File: src/rtl/adder_ctrl_pkg.sv
// Shared types and helpers for the nibble-serial adder sequencer.
package adder_ctrl_pkg;

    localparam int NIBBLE_W = 4;

    typedef enum logic [1:0] {
        IDLE = 2'd0,
        ADD  = 2'd1,
        DONE = 2'd2
    } state_t;

    // Width of the nibble index register; a single-nibble adder still needs one bit.
    function automatic int idx_width(input int nibbles);
        return (nibbles <= 1) ? 1 : $clog2(nibbles);
    endfunction

endpackage

File: src/rtl/nibble_add4.sv
// Purely combinational 4-bit add with carry-in, giving {carry, sum}.
module nibble_add4
    import adder_ctrl_pkg::*;
(
    input  logic [NIBBLE_W-1:0] i_a,
    input  logic [NIBBLE_W-1:0] i_b,
    input  logic                i_cin,
    output logic [NIBBLE_W-1:0] o_sum,
    output logic                o_cout
);

    assign {o_cout, o_sum} = {1'b0, i_a} + {1'b0, i_b} + {{NIBBLE_W{1'b0}}, i_cin};

endmodule

File: src/rtl/nibble_serial_adder_ctrl.sv
// Multi-nibble adder that reuses one 4-bit adder across cycles, LS nibble first,
// with valid/ready handshakes on operand and result sides.
module nibble_serial_adder_ctrl
    import adder_ctrl_pkg::*;
#(
    parameter int NIBBLES = 4
) (
    input  logic                        clk,
    input  logic                        rst_n,
    input  logic                        in_valid,
    output logic                        in_ready,
    input  logic [NIBBLE_W*NIBBLES-1:0] in_a,
    input  logic [NIBBLE_W*NIBBLES-1:0] in_b,
    input  logic                        in_cin,
    output logic                        out_valid,
    input  logic                        out_ready,
    output logic [NIBBLE_W*NIBBLES-1:0] out_sum,
    output logic                        out_cout,
    output logic                        busy
);

    localparam int W     = NIBBLE_W * NIBBLES;
    localparam int IDX_W = idx_width(NIBBLES);
    localparam logic [IDX_W-1:0] IDX_LAST = IDX_W'(NIBBLES - 1);

    state_t              r_state;
    state_t              w_next_state;
    logic                r_in_ready;
    logic                r_out_valid;
    logic                r_cout;
    logic                r_carry;
    logic [IDX_W-1:0]    r_idx;
    logic [W-1:0]        r_a;
    logic [W-1:0]        r_b;
    logic [W-1:0]        r_sum;

    logic [NIBBLE_W-1:0] w_a_nibs [NIBBLES];
    logic [NIBBLE_W-1:0] w_b_nibs [NIBBLES];
    logic [NIBBLE_W-1:0] w_nib_sum;
    logic                w_nib_cout;
    logic                w_accept;
    logic                w_last;
    logic                w_handshake;

    assign w_accept    = in_valid && r_in_ready;
    assign w_last      = (r_idx == IDX_LAST);
    assign w_handshake = r_out_valid && out_ready;

    // Split the captured operands into nibbles so the adder input is a plain idx-selected mux.
    for (genvar gi = 0; gi < NIBBLES; gi++) begin : g_nibs
        assign w_a_nibs[gi] = r_a[gi*NIBBLE_W +: NIBBLE_W];
        assign w_b_nibs[gi] = r_b[gi*NIBBLE_W +: NIBBLE_W];
    end

    nibble_add4 u_add (
        .i_a    (w_a_nibs[r_idx]),
        .i_b    (w_b_nibs[r_idx]),
        .i_cin  (r_carry),
        .o_sum  (w_nib_sum),
        .o_cout (w_nib_cout)
    );

    // State register.
    always_ff @(posedge clk or negedge rst_n) begin
        if (!rst_n) r_state <= IDLE;
        else        r_state <= w_next_state;
    end

    // Next-state: accept -> NIBBLES add edges -> hold result until taken.
    always_comb begin
        w_next_state = r_state;
        unique case (r_state)
            IDLE:    if (w_accept)    w_next_state = ADD;
            ADD:     if (w_last)      w_next_state = DONE;
            DONE:    if (w_handshake) w_next_state = IDLE;
            default:                  w_next_state = IDLE;
        endcase
    end

    // Handshake flags, operand capture, carry chain and nibble index.
    always_ff @(posedge clk or negedge rst_n) begin
        if (!rst_n) begin
            r_in_ready  <= 1'b0;
            r_out_valid <= 1'b0;
            r_cout      <= 1'b0;
            r_carry     <= 1'b0;
            r_idx       <= '0;
            r_a         <= '0;
            r_b         <= '0;
        end else begin
            // Ready exactly while idle next cycle, so it never overlaps out_valid.
            r_in_ready <= (w_next_state == IDLE);
            if (r_state == IDLE && w_accept) begin
                r_a     <= in_a;
                r_b     <= in_b;
                r_carry <= in_cin;
                r_idx   <= '0;
            end
            if (r_state == ADD) begin
                r_carry <= w_nib_cout;
                r_idx   <= w_last ? '0 : r_idx + 1'b1;
                if (w_last) begin
                    r_cout      <= w_nib_cout;
                    r_out_valid <= 1'b1;
                end
            end
            if (r_state == DONE && w_handshake) begin
                r_out_valid <= 1'b0;
            end
        end
    end

    // Sum register: only the nibble at idx is written during ADD; frozen in DONE.
    always_ff @(posedge clk or negedge rst_n) begin
        if (!rst_n) begin
            r_sum <= '0;
        end else if (r_state == ADD) begin
            for (int i = 0; i < NIBBLES; i++) begin
                if (r_idx == IDX_W'(i)) r_sum[i*NIBBLE_W +: NIBBLE_W] <= w_nib_sum;
            end
        end
    end

    assign in_ready  = r_in_ready;
    assign out_valid = r_out_valid;
    assign out_sum   = r_sum;
    assign out_cout  = r_cout;
    assign busy      = (r_state != IDLE);

endmodule

File: config.mk
export PLATFORM = sky130hd
export DESIGN_NAME = nibble_serial_adder_ctrl
export DESIGN_NICKNAME = d
export VERILOG_FILES = /design/src/rtl/adder_ctrl_pkg.sv /design/src/rtl/nibble_add4.sv /design/src/rtl/nibble_serial_adder_ctrl.sv
export SDC_FILE = /design/constraint.sdc
export NUM_CORES = 1
export LEC_CHECK = 0
export CORE_MARGIN = 8
export CORE_UTILIZATION = 54
export DETAILED_ROUTE_END_ITERATION = 6
export GPL_TIMING_DRIVEN = 0
export PLACE_DENSITY_LB_ADDON = 0.15
export SLEW_MARGIN = 20
export SYNTH_ARGS = -nofsm -noshare
export SYNTH_HDL_FRONTEND = slang
export SYNTH_SLANG_ARGS = --single-unit
export TNS_END_PERCENT = 100
File: constraint.sdc
create_clock -name clk -period 4 [get_ports clk]
set_clock_uncertainty 0.2 [all_clocks]
set_input_delay 0.4 -clock clk [delete_from_list [all_inputs] [get_ports clk]]
set_output_delay 0.4 -clock clk [all_outputs]
set_load 0.01 [all_outputs]
### Routed metal, one colour a layer, run 1

Bar = 20 µm.
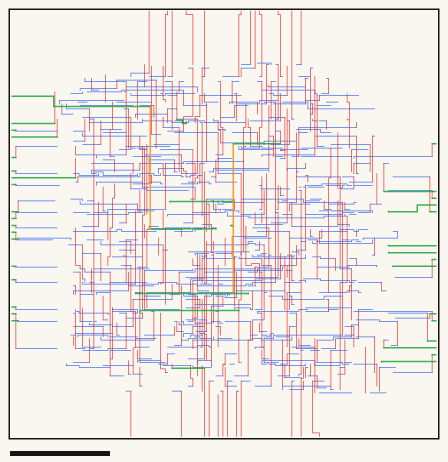
legend:
  met1:
    colour: blue
    wire_length: 2300 µm
  met3:
    colour: green
    wire_length: 235 µm
  met4:
    colour: orange
    wire_length: 54.4 µm
  met2:
    colour: red
    wire_length: 2250 µm

### Signal wires on met3, run 1

Bar = 20 µm.
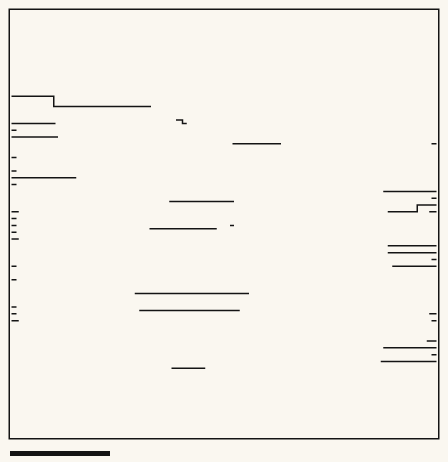
main direction: horizontal
share of all routed wire: 4.9%
M3 GR Usage: 4.01%
total wire length: 4840 µm
routed vias: 1543

==> run summary, run 1 <==
fresh numbers from the pnr run: status finished clean, capture point of the worst path out_sum[3], Final non-clock buffer share between 15 and 20%, Adder Area Share around 4.9%, Clk Latency, worst-skew pair approximately 0.30 ns, RR Startpoint r_idx[1], Worst Tran Pin Value 0.677 ns, Top pwr grp combinational logic, Design Power approximately 2.9 mW, fin crit share roughly 72%, # IOs 57, Setup Buffers After CTS 0, switching power 1.04 mW, GRT Overall Usage 14.0%, wire per inst ~16 µm, Seq group 1.02 mW, Flop pwr share a little over a third, Clock Sinks around 56, global placer's final weighted congestion between 0.7 and 0.8, crit end category flip-flop, flops & latches, synth 56, first-pass GRT wire length approximately 8000 µm, Max H-tree Level 2, WP data arrival about 2.8 ns, syn_area_per_cell between 10 and 15 µm², most frequent cells in the layout dfrtp_1 (56), clkdlybuf4s50_1 (55), mux2_4 (27), Synth Seq Share roughly 54%, Std-Cell Rows 25, simple-gate share of the synthesized area under 10%, antenna-violating nets left 0, PostCTS Resize Cnt 0, Cell Chain, Critical Path clkbuf_1, mux4_2, fa_1, a21o_1, a21oi_1, xor2_1, o21ai_0, core area around 4700 µm², Switching Fraction between 30% and 40%, clock-pin transition on the worst setup and hold timing paths ~0.10 ns, hold crit path type reg2reg, syn_nets roughly 220, endpoints failing hold 0, Slowest-stage cell, CP clkbuf_1, DRT iter0 DRCs around 48, Sum Neg Setup Slack 0 ns, Yosys top cell by instances dfrtp_1, met1 wire length 2300 µm, initial antenna violation count 0, critical path class reg2reg, Pint around 1.9 mW, Root Buffer clkbuf_8, clock network power 313 µW, Setup WS pre-CTS between 1 and 1.5 ns, MI comb cells 108, CP startpoint kind flip-flop, Logic family by area multiplexers, Synth async-reset ratio 100%, fraction of area in multi-input gates ~33%, Max-slew headroom 54.9%, most common logic cell in the routed design dfrtp_1, LEAKAGE between 1 and 1.5 nW, Post-CTS Hold Fix Bufs 1, Clock Tree Buf Depth 2, tool warning count 29, Top class by area registers, HPWL after DPL 3610 µm, Complex Gates by Area 5.51%, top cells by area, synth dfrtp_1 (54%), mux2_4 (16%), mux4_2 (6.9%), share of cells above drive strength 1 roughly 24%, synth warn 0, Crit. Startpoint r_idx[1], Mapped Cells roughly 180, metal2 WL between 2000 and 2500 µm, cell area after placement between 3000 and 4000 µm²
### Ports around the boundary, run 1

Bar = 20 µm. Pins as bars across the die edge, other pins in grey.
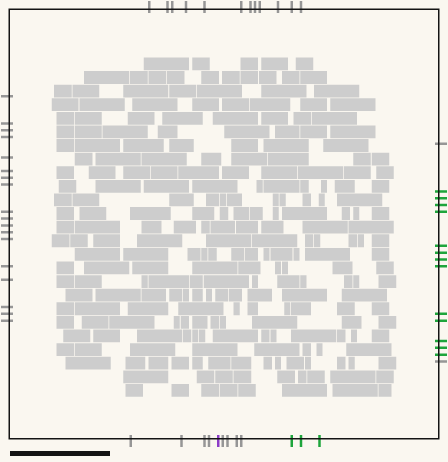
legend:
  out_sum:
    colour: green
    pins: 16
    direction: output
    edge: 13 east, 3 south
  busy:
    colour: purple
    pins: 1
    direction: output
    edge: south
chip width: 85.6 µm
IO Port Bufs: 56
DIE HEIGHT: 85.6 µm

### Cell placement, run 1

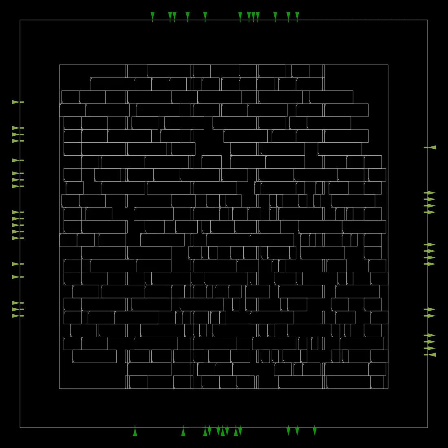
Tap Count: 54
Core Util, Final: 71.2%
sequential cell area share: 42.0%
Finished Layout Cells: 297
Flops: 56

==> run 2: changes to the inputs <==
--- a/config.mk
+++ b/config.mk
@@ -6,7 +6,7 @@
 export NUM_CORES = 1
 export LEC_CHECK = 0
 export CORE_MARGIN = 8
-export CORE_UTILIZATION = 54
+export CORE_UTILIZATION = 50
 export DETAILED_ROUTE_END_ITERATION = 6
 export GPL_TIMING_DRIVEN = 0
 export PLACE_DENSITY_LB_ADDON = 0.15
==> constraint.sdc (replaced) <==
create_clock -name clk -period 2.7 [get_ports clk]
set_clock_uncertainty 0.2 [all_clocks]
set_input_delay 0.27 -clock clk [delete_from_list [all_inputs] [get_ports clk]]
set_output_delay 0.27 -clock clk [all_outputs]
set_load 0.01 [all_outputs]
==> run 2 against run 1 <==
  * Sequential share of layout area shrank 0.87 points
  * First-iteration DRC count shrank 8.3%
  * Fmax grew 12%
  * Critical endpoint is now r_carry
  * Highest routed layer unchanged
  * Combinational power grew 57%
  * Cell area grew 2.2%
  * Register-to-register slack lost 0.99 ns
  * Via count grew 1.6%
  * Routed wire length grew 4.0%
  * Core utilization shrank 3.9 points
  * Clock-buffer cell count shrank 2
  * Sequential power grew 48%
  * Hold slack lost 0.0013 ns
==> run summary, run 2 <==
fresh numbers from the pnr run: status finished clean, Setup WS pre-CTS -0.144 ns, syn_nets approximately 220, critical path class reg2reg, Synth Seq Share 53.6%, crit end category flip-flop, Final non-clock buffer share between 10% and 20%, Mapped Cells roughly 180, Root Buffer clkbuf_8, flops & latches, synth ~56, tool warning count 29, Pint 3.00 mW, most frequent cells in the layout dfrtp_1 (55), clkdlybuf4s50_1 (55), mux2_4 (27), Seq group ~1.5 mW, antenna-violating nets left 0, Top pwr grp combinational logic, synth warn 0, M3 GR Usage roughly 4.3%, Clock Tree Buf Depth 2, Post-CTS Hold Fix Bufs 1, Top class by area registers, fraction of area in multi-input gates approximately 32%, top cells by area, synth dfrtp_1 (54%), mux2_4 (16%), mux4_2 (6.9%), switching power between 1.5 and 2 mW, endpoints failing hold 0, Switching Fraction between 30% and 40%, met1 wire length 2280 µm, chip width 88.3 µm, Max H-tree Level 2, Crit. Startpoint r_idx[0], Setup Buffers After CTS 1, routed vias between 1500 and 2000, WP data arrival around 2.5 ns, Complex Gates by Area under 10%, simple-gate share of the synthesized area approximately 4.8%, Flop pwr share 33.1%, HPWL after DPL 3720 µm, capture point of the worst path r_carry, Adder Area Share approximately 4.9%
### Cell placement, run 2

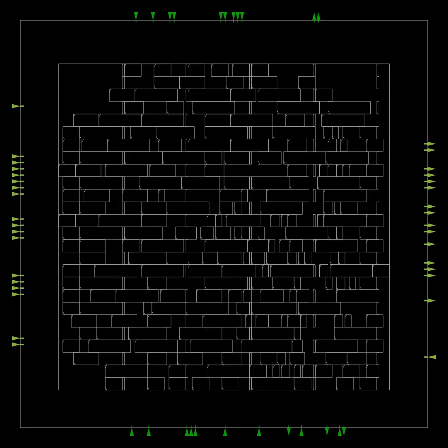
Core Util, Final: 67.3%
core area: 5070 µm²
Tap Count: 70
Std-Cell Rows: 26

### Routed metal, one colour a layer, run 2

Bar = 20 µm.
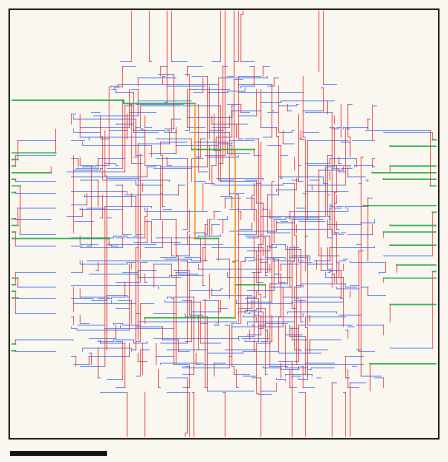
wire per inst: 16.0 µm
GRT Overall Usage: 14.0%
total wire length: 5030 µm

Power is estimated from default activity; no workload was simulated.
